Cell area per tile:
8 x 8 tiles, from white (low) to dark blue (high), 0 to 100% covered.
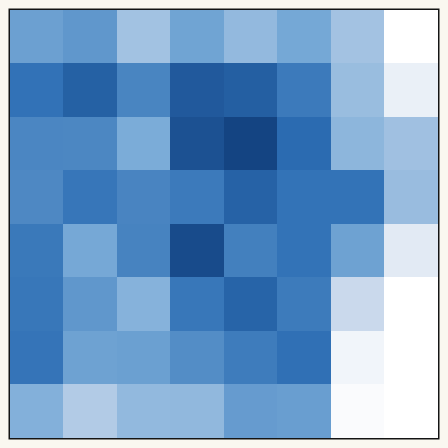
Ports around the boundary:
The bar under the picture is 20 um long. Pins as bars across the die edge, other pins in gray.
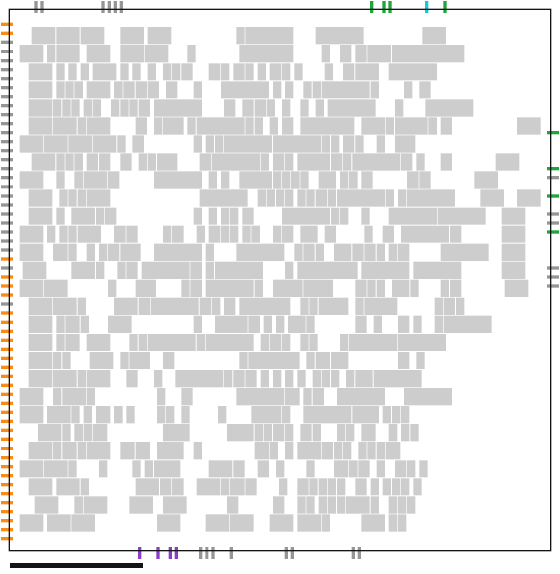
==> src/rtl/adder_scheduler.sv <==
// Round-robin scheduler sharing one N-bit ripple adder among R requesters.
// Subtraction takes two adder passes: negate B, then add.
module adder_scheduler #(
  parameter int unsigned N = 8,
  parameter int unsigned R = 4,
  localparam int unsigned IW = (R > 1) ? $clog2(R) : 1
) (
  input  logic            clk,
  input  logic            reset,
  input  logic [R-1:0]    req_valid,
  output logic [R-1:0]    req_ready,
  input  logic [R*N-1:0]  req_a,
  input  logic [R*N-1:0]  req_b,
  input  logic [R-1:0]    req_sub,
  output logic            res_valid,
  output logic [N-1:0]    res_data,
  output logic            res_carry,
  output logic [IW-1:0]   res_id,
  input  logic            res_ready
);

  typedef enum logic [1:0] {IDLE, NEG, ADD, HOLD} state_t;

  state_t        state;
  logic [IW-1:0] ptr;
  logic [IW-1:0] id_reg;
  logic [IW-1:0] grant;
  logic          found;
  int unsigned   idx;
  logic [N-1:0]  a_reg;
  logic [N-1:0]  b_reg;
  logic          sub_reg;
  logic          neg_c;
  logic [N-1:0]  sel_a;
  logic [N-1:0]  sel_b;
  logic          sel_sub;
  logic [N-1:0]  add_a;
  logic [N-1:0]  add_b;
  logic          add_cin;
  logic [N-1:0]  add_sum;
  logic          add_cout;

  // Round-robin search starting just after the last granted requester.
  always_comb begin
    found = 1'b0;
    grant = '0;
    idx   = 0;
    for (int unsigned k = 1; k <= R; k++) begin
      idx = (32'(ptr) + k) % R;
      if (!found && req_valid[IW'(idx)]) begin
        found = 1'b1;
        grant = IW'(idx);
      end
    end
  end

  always_comb begin
    sel_a   = '0;
    sel_b   = '0;
    sel_sub = 1'b0;
    for (int unsigned i = 0; i < R; i++) begin
      if (grant == IW'(i)) begin
        sel_a   = req_a[i*N +: N];
        sel_b   = req_b[i*N +: N];
        sel_sub = req_sub[i];
      end
    end
  end

  always_comb begin
    req_ready = '0;
    if (state == IDLE && !reset && found) begin
      req_ready[grant] = 1'b1;
    end
  end

  // NEG pass computes ~B + 1; every other state feeds A + Breg.
  always_comb begin
    add_a   = (state == NEG) ? ~b_reg : a_reg;
    add_b   = (state == NEG) ? '0 : b_reg;
    add_cin = (state == NEG);
  end

  N_bit_adder #(.N(N)) u_adder (
    .a    (add_a),
    .b    (add_b),
    .cin  (add_cin),
    .sum  (add_sum),
    .cout (add_cout)
  );

  always_ff @(posedge clk) begin
    if (reset) begin
      state     <= IDLE;
      ptr       <= IW'(R - 1);
      id_reg    <= '0;
      a_reg     <= '0;
      b_reg     <= '0;
      sub_reg   <= 1'b0;
      neg_c     <= 1'b0;
      res_valid <= 1'b0;
      res_data  <= '0;
      res_carry <= 1'b0;
      res_id    <= '0;
    end else begin
      case (state)
        IDLE: begin
          if (found) begin
            a_reg   <= sel_a;
            b_reg   <= sel_b;
            sub_reg <= sel_sub;
            id_reg  <= grant;
            ptr     <= grant;
            neg_c   <= 1'b0;
            state   <= sel_sub ? NEG : ADD;
          end
        end
        NEG: begin
          b_reg <= add_sum;
          neg_c <= add_cout;
          state <= ADD;
        end
        ADD: begin
          res_data  <= add_sum;
          // B = 0 negates to 0 with a carry; that case is still "no borrow".
          res_carry <= sub_reg ? (add_cout | neg_c) : add_cout;
          res_id    <= id_reg;
          res_valid <= 1'b1;
          state     <= HOLD;
        end
        HOLD: begin
          if (res_ready) begin
            res_valid <= 1'b0;
            state     <= IDLE;
          end
        end
        default: state <= IDLE;
      endcase
    end
  end

endmodule

// Plain ripple-carry adder: sum = a + b + cin.
module N_bit_adder #(
  parameter int unsigned N = 8
) (
  input  logic [N-1:0] a,
  input  logic [N-1:0] b,
  input  logic         cin,
  output logic [N-1:0] sum,
  output logic         cout
);

  logic carry;

  always_comb begin
    carry = cin;
    sum   = '0;
    for (int unsigned i = 0; i < N; i++) begin
      sum[i] = a[i] ^ b[i] ^ carry;
      carry  = (a[i] & b[i]) | (carry & (a[i] ^ b[i]));
    end
    cout = carry;
  end

endmodule

==> config.mk <==
export PLATFORM = sky130hd
export DESIGN_NAME = adder_scheduler
export DESIGN_NICKNAME = d
export VERILOG_FILES = /design/src/rtl/adder_scheduler.sv
export SDC_FILE = /design/constraint.sdc
export NUM_CORES = 1
export LEC_CHECK = 0
export ABC_AREA = 1
export CORE_UTILIZATION = 42
export CTS_CLUSTER_DIAMETER = 60
export DETAILED_ROUTE_END_ITERATION = 8
export HOLD_SLACK_MARGIN = 0.02
export PLACE_DENSITY = 0.79
export RECOVER_POWER = 50
export SYNTH_ARGS = -nofsm -noshare
export SYNTH_HDL_FRONTEND = slang
export SYNTH_HIERARCHICAL = 1
export SYNTH_SLANG_ARGS = --single-unit
==> constraint.sdc <==
create_clock -name clk -period 4.6 [get_ports clk]
set_clock_uncertainty 0.1 [all_clocks]
set_input_delay 0.46 -clock clk [delete_from_list [all_inputs] [get_ports clk]]
set_output_delay 0.46 -clock clk [all_outputs]
set_load 0.01 [all_outputs]
==> impl.org <==
#+TITLE: Synthesis and PnR summary

** Detailed routing
- The routed layout has between 2k and 3k vias.
- Met3 WL :: 462 um
- Detail Route met2 WL :: about 3200 um
- Count of unresolved DRC violations after routing :: 0
- In this run the top signal layer used is met4.
- Final wirelength :: roughly 7000 um

** Placed design
- Per the placement report, the placed cell count is 573.
- Detailed placement reports a standard cell area of 3571 um2.
- Placed wire-length estimate after detailed placement :: between 5000 and 6000 um

** Cells and area
- Once layout is complete, the cells apart from fillers number roughly 580.
- For this run, the share of the core covered by cells in the final layout is 0.6126.
- Combined area of the multi-input logic cells :: between 1500 and 2000 um2

** Setup path
- Library cell contributing the largest single delay on the critical path :: fa_1
- FF-to-FF End :: b_reg[7]
- Termination of the worst setup path :: b_reg[7]
- Cell count along the critical path :: 21
- Sort of element at the start of the critical path :: register
- Counting both buffers and inverters, the worst setup path holds a total of 7.
- The setup path with the least slack is of type register to register.
- The critical path goes through inv_2 -> ha_4 -> inv_1 -> nand2_1 -> o21ai_1 -> fa_1 -> inv_1 -> fa_1 -> inv_1 -> fa_2 -> fa_2 -> fa_1 -> fa_1 -> fa_1 -> inv_1 -> fa_1 -> inv_1 -> inv_1 -> a21oi_1 -> nand2_1 -> a21oi_2.
- Counting cells, the worst reg-to-reg path comes to 21.
- Data on the critical path is required at its endpoint by roughly 4700 ps.

** Final timing
- Looking at the max-slew report, the worst-margin pin has a slew of between 1000 and 1500 ps.
- Summed over all failing endpoints, the final setup total negative slack is 0 ps.
- Final Hold Violating Endpoints :: 0
- Number of pins with negative max-slew slack in the final report :: 0
- Slew margin rel. :: 0.2878
- Final-report setup violation count :: 0
- The routed design could run at a clock period as short as 4399 ps.
- Setup repair after global routing left no endpoint under its margin.

** Global route
- Antenna violations before repair :: 0
- Wire length of the first global-routing pass :: 11640 um
- In the global route stage, overall resource usage came out at 0.2230.
- Entering global routing, the biggest net connects 21 pins.

** CTS
- Buffers added to address setup during post-CTS repair amount to 0.
- For this design, the CTS-stage hold fixing added 0 buffers.
- Clock tree from TritonCTS :: yes
- Post-CTS resize count :: 1
- Number of buffers added by the clock tree synthesis step :: 5
- Master cell of the clock root buffer :: clkbuf_8

** Floorplanning
- Ports placed on the boundary :: around 91
- Number of core rows :: 28
- Die X :: ~81 um

** Logic synthesis
- The share of synthesized area in the top cell type comes to 0.2722.
- EDFF count, synth :: 0
- The synthesis report lists the Yosys warning total as 6.
- In the Yosys report the total cell count is 420.
- Synth top cell by count :: nand2_1
- According to the Yosys statistics, the synthesized design has a chip area of roughly 2600 um2.
- Post-synth ARST share :: 0

** Power
- Leakage :: roughly 1.7 nW
- The completed layout was analyzed and its total power is around 2.6 mW.
- VDD sags by at most between 0.0005 and 0.0006 V.
- Power spread over the standard cell area amounts to 699.5 nW/um2.

** Job
- In this run the tools logged warnings totalling 29.

** Outcome
- Outcome :: finished clean

** Hold path
- The worst hold path was traced through 2 stages.
Notes on 'cell area per tile' above:
fullest tile: 92%
emptiest ninth of the die: lower right
densest ninth of the die: center

Notes on 'ports around the boundary' above:
legend:
  res_data:
    color: green
    pins: 8
    direction: output
    edge: 4 right, 4 top
  clk:
    color: cyan
    pins: 1
    direction: input
    edge: top
  req_ready:
    color: purple
    pins: 4
    direction: output
    edge: bottom
  req_a:
    color: orange
    pins: 32
    direction: input
    edge: left
all pins by edge: 58 left, 12 bottom, 11 top, 10 right

[power breakdown]
| group | total, mW | switching [mW] | leakage (nW) | internal [mW] |
|---|---|---|---|---|
| sequential | 0.495 | 0.0713 | 0.298 | 0.423 |
| clock | 0.273 | 0.112 | 0.0552 | 0.161 |
| combinational | 1.80 | 1.15 | 1.32 | 0.649 |
[cell type report]
class                   count  area share
multi-input cells         320      0.4439
repair buffers             95      0.2547
flip-flops and latches     36      0.1971
inverters                  47     0.04944
well taps                  75     0.02557
clock buffers               6     0.01977
clock inverters             2    0.009547
[cell families after synthesis]
family          after synthesis  share of synthesized area
simple gates                239                     0.3970
compound gates               69                     0.1418
buf+inv                      64                     0.1096
fa+ha+maj                    12                    0.07939
flops                        36                     0.2722
Power is estimated from default activity; no workload was simulated.
